## config.mk

```make
export PLATFORM = sky130hd
export DESIGN_NAME = fifo_wr_ctrl
export DESIGN_NICKNAME = d
export VERILOG_FILES = /design/src/rtl/fifo_wr_ctrl.sv
export SDC_FILE = /design/constraint.sdc
export NUM_CORES = 1
export LEC_CHECK = 0
export CORE_ASPECT_RATIO = 1.2
export CORE_UTILIZATION = 42
export CTS_CLUSTER_SIZE = 30
export DETAILED_ROUTE_END_ITERATION = 8
export HOLD_SLACK_MARGIN = 0.05
export PLACE_DENSITY = 0.75
export SLEW_MARGIN = 20
export SYNTH_ARGS = -nofsm -noshare
export SYNTH_HDL_FRONTEND = slang
export SYNTH_SLANG_ARGS = --single-unit
```

## constraint.sdc

```tcl
create_clock -name wclk -period 2.8 [get_ports wclk]
set_input_delay 0.7 -clock wclk [delete_from_list [all_inputs] [get_ports wclk]]
set_output_delay 0.7 -clock wclk [all_outputs]
set_load 0.1 [all_outputs]
```

## src/rtl/fifo_wr_ctrl.sv

```systemverilog
// Write-side control of the async FIFO: write pointer, memory write port, read-pointer sync, full/level.
// Optional sticky overflow flag (ports ovf_clr/overflow) is built when FIFO_WR_OVERFLOW_FLAG_EN is defined.
module fifo_wr_ctrl #(
  parameter int FIFO_DEPTH   = 8,
  parameter int ADDR_WIDTH   = 4,
  parameter int SYNC_STAGES  = 2,
  parameter int AFULL_THRESH = 6
) (
  input  logic                  wclk,
  input  logic                  wrst_n,
  input  logic                  winc,
  input  logic [ADDR_WIDTH-1:0] rptr_gray,
`ifdef FIFO_WR_OVERFLOW_FLAG_EN
  input  logic                  ovf_clr,
  output logic                  overflow,
`endif
  output logic [ADDR_WIDTH-2:0] waddr,
  output logic                  wclken,
  output logic [ADDR_WIDTH-1:0] wptr_gray,
  output logic                  full,
  output logic                  almost_full,
  output logic [ADDR_WIDTH-1:0] wlevel
);

  localparam logic [ADDR_WIDTH-1:0] FULL_MASK = ADDR_WIDTH'(3) << (ADDR_WIDTH - 2);
  localparam logic [ADDR_WIDTH-1:0] AFULL_LVL = ADDR_WIDTH'(AFULL_THRESH);
  localparam logic [ADDR_WIDTH-1:0] DEPTH_LVL = ADDR_WIDTH'(FIFO_DEPTH);

  function automatic logic [ADDR_WIDTH-1:0] bin2gray(input logic [ADDR_WIDTH-1:0] b);
    return b ^ (b >> 1);
  endfunction

  function automatic logic [ADDR_WIDTH-1:0] gray2bin(input logic [ADDR_WIDTH-1:0] g);
    logic [ADDR_WIDTH-1:0] b;
    b[ADDR_WIDTH-1] = g[ADDR_WIDTH-1];
    for (int i = ADDR_WIDTH - 2; i >= 0; i--) begin
      b[i] = b[i+1] ^ g[i];
    end
    return b;
  endfunction

  logic [ADDR_WIDTH-1:0] wptr_bin;
  logic [ADDR_WIDTH-1:0] wptr_bin_nxt;
  logic [ADDR_WIDTH-1:0] rq_sync_p [SYNC_STAGES];
  logic [ADDR_WIDTH-1:0] rq_sync;
  logic [ADDR_WIDTH-1:0] rq_bin;

  assign wclken       = winc & ~full;
  assign wptr_bin_nxt = wptr_bin + ADDR_WIDTH'(1);
  assign waddr        = wptr_bin[ADDR_WIDTH-2:0];

  // Pointer stage: binary and Gray copies advance together so wptr_gray is always a flop output.
  always_ff @(posedge wclk or negedge wrst_n) begin
    if (!wrst_n) begin
      wptr_bin  <= '0;
      wptr_gray <= '0;
    end else if (wclken) begin
      wptr_bin  <= wptr_bin_nxt;
      wptr_gray <= bin2gray(wptr_bin_nxt);
    end
  end

  // Synchroniser stage: the raw read pointer only ever feeds the first flop of this chain.
  always_ff @(posedge wclk or negedge wrst_n) begin
    if (!wrst_n) begin
      for (int i = 0; i < SYNC_STAGES; i++) begin
        rq_sync_p[i] <= '0;
      end
    end else begin
      rq_sync_p[0] <= rptr_gray;
      for (int i = 1; i < SYNC_STAGES; i++) begin
        rq_sync_p[i] <= rq_sync_p[i-1];
      end
    end
  end

  assign rq_sync = rq_sync_p[SYNC_STAGES-1];
  assign rq_bin  = gray2bin(rq_sync);

  // Status: full compares Gray pointers directly; a stale rq_sync can only overstate occupancy.
  assign full        = (wptr_gray == (rq_sync ^ FULL_MASK));
  assign wlevel      = wptr_bin - rq_bin;
  assign almost_full = (wlevel >= AFULL_LVL) && (AFULL_LVL <= DEPTH_LVL);

`ifdef FIFO_WR_OVERFLOW_FLAG_EN
  // A dropped write in the same edge as a clear keeps the flag set.
  always_ff @(posedge wclk or negedge wrst_n) begin
    if (!wrst_n) begin
      overflow <= 1'b0;
    end else if (winc && full) begin
      overflow <= 1'b1;
    end else if (ovf_clr) begin
      overflow <= 1'b0;
    end
  end
`endif

endmodule
```

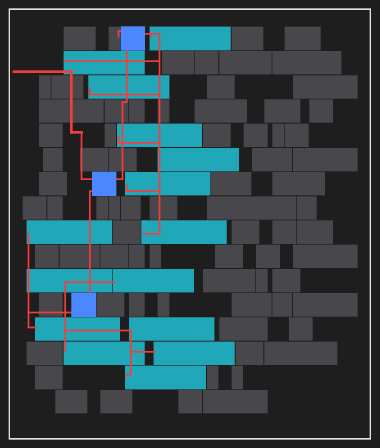
(run_1/clock_wires.png)
Key: clock-net drivers = blue [count 3]; clock wires = red [length 158 um]; flip-flops = cyan [count 15]
There are 4 routed clock nets.
final clock skew: 0.00498 ns

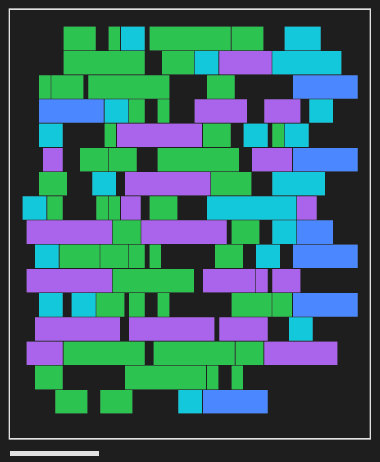
(run_1/sizing.png)
The bar under the picture is 10 um long.
Key: x3 and x4 = cyan [cells 20, most used buf_4]; x1 and smaller = green [cells 46, most used dfrtp_1]; x6 and larger = blue [cells 7, most used buf_12]; x2 = purple [cells 20, most used dfrtp_2]
area growth from synthesis to layout: 56.9%
post-route cell area: 0.00117 mm2
Non-clk bufs: 26
final setup margin: -0.320 ns

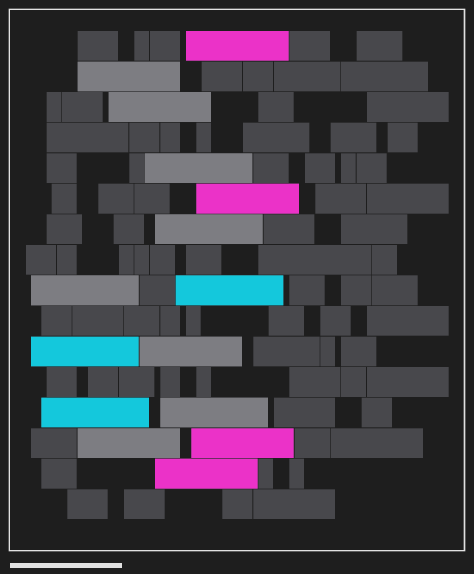
(run_1/ff_map.png)
The bar under the picture is 10 um long. Other sequential cells in the stronger gray, the rest of the logic in the fainter gray.
Key: wptr_bin = cyan [placed flops 3]; rq_sync = magenta [placed flops 4]
Another 8 sequential cells are not colored.
Finished Core Util: 0.710
FF/Latch Area: 384 um2
sequential fraction of total cell area: 0.329

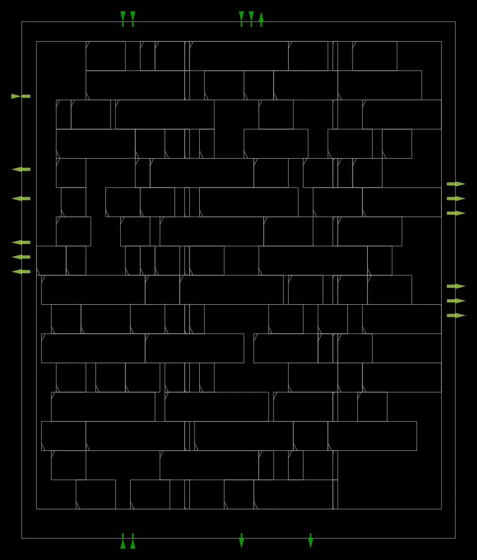
(run_1/placed.png)
Layout Cells excl Fill: 111
fillcell total: 121
core area: 0.00164 mm2
# Taps: 18
Site Rows: 16

==> flow_summary.yaml, run 1 <==
# synthesis and place-and-route metrics
critical_path:
  worst-path-stages: 9
  path_class: "register to output port"
  crit_family: "adder cells"
  cpPeakStageDelay_ns: 0.55
  worst_setup_path_end_kind: "output port"
  cp.buffers_inverters: 2
  reg2reg_from: "wptr_gray[3]"
  crit_slowest_cell: "fa_2"
  worstPathCellList: "xnor2_2, xor2_2, xnor2_1, ha_2, inv_2, fa_2, nand2_2, o21ai_4, buf_12"
  crit_path_start_kind: "register"
  crit_path_start: "rq_sync[2]"
  crit_fanout: 2
  r2r_cells: 4
  r2r_setup_slack_ns: 0.96
  required_ns: 2.10
  cp-endpoint: "almost_full"
  timing.rr.end: "wptr_bin[1]"
  crit_arrival_ns: 2.42
final_timing:
  maxSlewViolCount: 0
  fin_tns_setup_ns: -1.10
  rsz0062_at_grt: "yes"
  hold_viol_final: 0
  max_freq_mhz: 321
  setup_viol_count_final: 4
  timing.hold.ws_ns: 0.353
  worst_slew_pin_slew_ns: 0.627
  finalCritPeriodShare: 1.11
  relSlewSlack: 0.581
  layout_min_cycle_time_ns: 3.12
  setup_ws_ns: -0.320
clocking:
  post_cts_buffers: 1
  cts_max_path_buffers: 2
  ctsRootBufferMaster: "clkbuf_4"
  cts.clk_slew.worst_paths_ns: 0.08
  cts_resized: 3
  htreeDepth: 1
  cts_tree: "built"
  clock.latency.late_pin_ns: 0.27
  numCtsBuffers: 3
  cts_hold_buffers: 0
  cts.sinks: 15
die:
  dieHeight_um: 48.1
  die-width_um: 40.4
  fp_util: 0.453
  ios: 21
  chipArea_mm2: 0.00194
placed_design:
  dp_hpwl_um: 1140
  place_congestion: 0.635
  dp.cells: 106
  placed_area_mm2: 0.00112
  port_buffers: 20
  place_ws_ns: -0.0592
routing:
  drtIter0Drc: 0
  wl_met3_um: 48
  routed_wl_um: 1410
  via_per_inst: 4.84
  drt_first_pass_iters: 1
  drc: 0
  met2_length_um: 814
  routed.top_layer: "met4"
  ant_nets: 0
  wl_met1_um: 539
  wl_per_cell_um: 12.7
  vias: 537
global_route:
  grt.total_usage: 0.164
  grt_pass1_vias: 529
  overflow: 0
  grt_start_max_net_pins: 16
  grt_antenna_before_repair: 0
  met2_usage: 0.311
  grt_pass1_wl_um: 2080
  use_met1: 0.171
  top_usage_layer: "met2"
  use_met3: 0.0186
final_layout:
  clock_buffers: 4
  nFlopsAndLatches: 15
  clkCellAreaFrac: 0.0225
  comb_cells: 42
  comb_area_um2: 422
  buffer_area_frac: 0.248
  diodes: 0
  lay_top_count: "buf_4"
  drive_gt1_frac: 0.505
  largestClassByArea: "logic gates"
  num-nets-final: 106
  layout_top_cells: "buf_4, dfrtp_1, xnor2_1, dfrtp_2"
  inverters: 6
  sh_comb_area: 0.362
synth:
  yosysTopAreaCell: "dfrtp_1"
  yosys_area_um2: 743
  topCellsByArea: "dfrtp_1, xnor2_1, xor2_1"
  top_cells_by_count: "dfrtp_1, xnor2_1, xor2_1"
  mappedNetlistNets: 76
  ys_sh_adder: 0.0943
  synthDominantCellAreaShare: 0.505
  synth-seq-cells: 15
  synthArstFlopShare: 1.00
  synthCells: 64
  syn_area_per_cell_um2: 11.6
  yosysMostFrequentCell: "dfrtp_1"
  edf_count: 0
  yosysCellCount: 64
  yosys.area_share.xor_xnor: 0.189
  yosys_warnings: 0
  ys_types: 18
  synthFlopType: "dfrtp_1"
  ys_seq_frac: 0.505
  topCombFamilyByArea: "XOR/XNOR gates"
  ys_sh_aoi: 0.0657
  synth_area_um2: 743
  ys_sh_mux: 0.0152
  ys_sh_simple: 0.0859
hold_path:
  hold_depth: 0
  holdPathEnd: "rq_sync[1]"
  hp-class: "register to register"
  hold_start: "rq_sync_p[5]"
status:
  outcome: "finished, violations left"
  violations: "negative setup slack"
job:
  drv_cap: 0
  warnings: 29
==> inputs of run 2 (changes only) <==
--- a/config.mk
+++ b/config.mk
@@ -11,7 +11,7 @@
 export DETAILED_ROUTE_END_ITERATION = 8
 export HOLD_SLACK_MARGIN = 0.05
 export PLACE_DENSITY = 0.75
-export SLEW_MARGIN = 20
+export SLEW_MARGIN = 10
 export SYNTH_ARGS = -nofsm -noshare
 export SYNTH_HDL_FRONTEND = slang
 export SYNTH_SLANG_ARGS = --single-unit
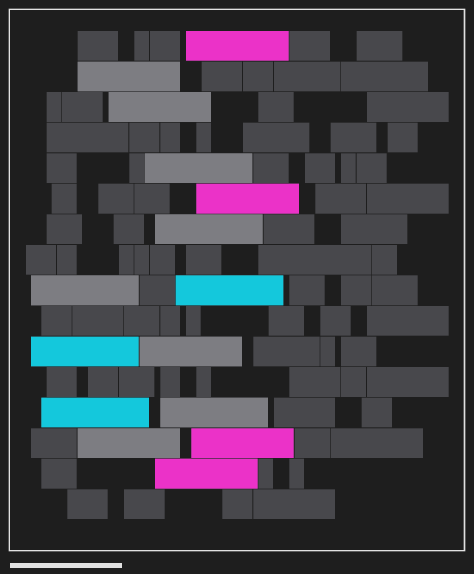
(run_2/ff_map.png)
The bar under the picture is 10 um long. Other sequential cells in the stronger gray, the rest of the logic in the fainter gray.
Key: wptr_bin = cyan [placed flops 3]; rq_sync = magenta [placed flops 4]

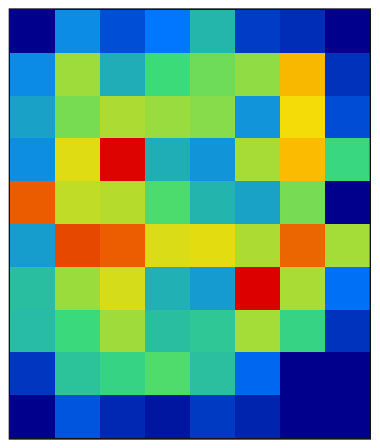
(run_2/route_heat.png)
8 x 10 tiles, from dark blue (low) to red (high), scaled to the fullest tile. Values are wire area over tile area, all layers added.
The emptiest ninth of the die: south-east. The densest ninth of the die: west. 40% of the tiles are over half the peak. 10% of the tiles are nearly empty. The fullest tile reaches 0.26.

==> run 2 against run 1 <==
Net effect: the flow still finishes with violations (negative setup slack); sequential share of layout area did not move; non-clock buffer count did not move; clock skew did not move; setup slack did not move; first-iteration DRC count did not move; worst hold slack did not move; synthesized cell count did not move; clock-buffer cell count did not move; routed wire length did not move; critical path depth did not move; critical endpoint unchanged; largest cell class unchanged.
==> flow_summary.yaml, run 2 <==
# synthesis and place-and-route metrics
status:
  outcome: "finished, violations left"
  violations: "negative setup slack"
final_layout:
  postLayoutCellArea_mm2: 0.00117
  comb_area_um2: 422
  inverters: 6
  n_all_buffers: 26
  num-fill-cells: 121
  seq_share: 0.329
  regArea_um2: 384
  lay_top_count: "buf_4"
  num-nets-final: 106
  nFlopsAndLatches: 15
  largestClassByArea: "logic gates"
  layout_top_cells: "buf_4, dfrtp_1, xnor2_1, dfrtp_2"
global_route:
  top_usage_layer: "met2"
  use_met1: 0.171
  met2_usage: 0.311
  grt_pass1_wl_um: 2080
  use_met3: 0.0186
  grt_pass1_vias: 529
  grt.total_usage: 0.164
  grt_antenna_before_repair: 0
  overflow: 0
  grt_start_max_net_pins: 16
final_timing:
  finalCritPeriodShare: 1.11
  timing.hold.ws_ns: 0.353
  setup_viol_count_final: 4
  setup_ws_ns: -0.320
die:
  ios: 21
  dieHeight_um: 48.1
  fp_util: 0.453
  num_rows: 16
clocking:
  cts.sinks: 15
  numCtsBuffers: 3
  htreeDepth: 1
  cts_hold_buffers: 0
  cts.clk_slew.worst_paths_ns: 0.08
  ctsRootBufferMaster: "clkbuf_4"
  cts_tree: "built"
  clock.latency.late_pin_ns: 0.27
routing:
  drt_first_pass_iters: 1
  via_per_inst: 4.84
  drc: 0
  routed.top_layer: "met4"
  drtIter0Drc: 0
  routed_wl_um: 1410
  met2_length_um: 814
  wl_per_cell_um: 12.7
  wl_met1_um: 539
placed_design:
  place_ws_ns: -0.0592
  place_congestion: 0.635
  dp_hpwl_um: 1140
  dp.cells: 106
  port_buffers: 20
  placed_area_mm2: 0.00112
critical_path:
  r2r_setup_slack_ns: 0.96
  crit_family: "adder cells"
  worstPathCellList: "xnor2_2, xor2_2, xnor2_1, ha_2, inv_2, fa_2, nand2_2, o21ai_4, buf_12"
  reg2reg_from: "wptr_gray[3]"
  crit_path_start_kind: "register"
synth:
  ys_seq_frac: 0.505
  ys_types: 18
  ys_sh_aoi: 0.0657
  mappedNetlistNets: 76
  ys_sh_mux: 0.0152
  yosys_warnings: 0
  synthFlopType: "dfrtp_1"
  yosys.area_share.xor_xnor: 0.189
  top_cells_by_count: "dfrtp_1, xnor2_1, xor2_1"
  synth_area_um2: 743
  syn_area_per_cell_um2: 11.6
  ys_sh_simple: 0.0859
hold_path:
  holdPathEnd: "rq_sync[1]"
  hp-class: "register to register"
  hold_depth: 0
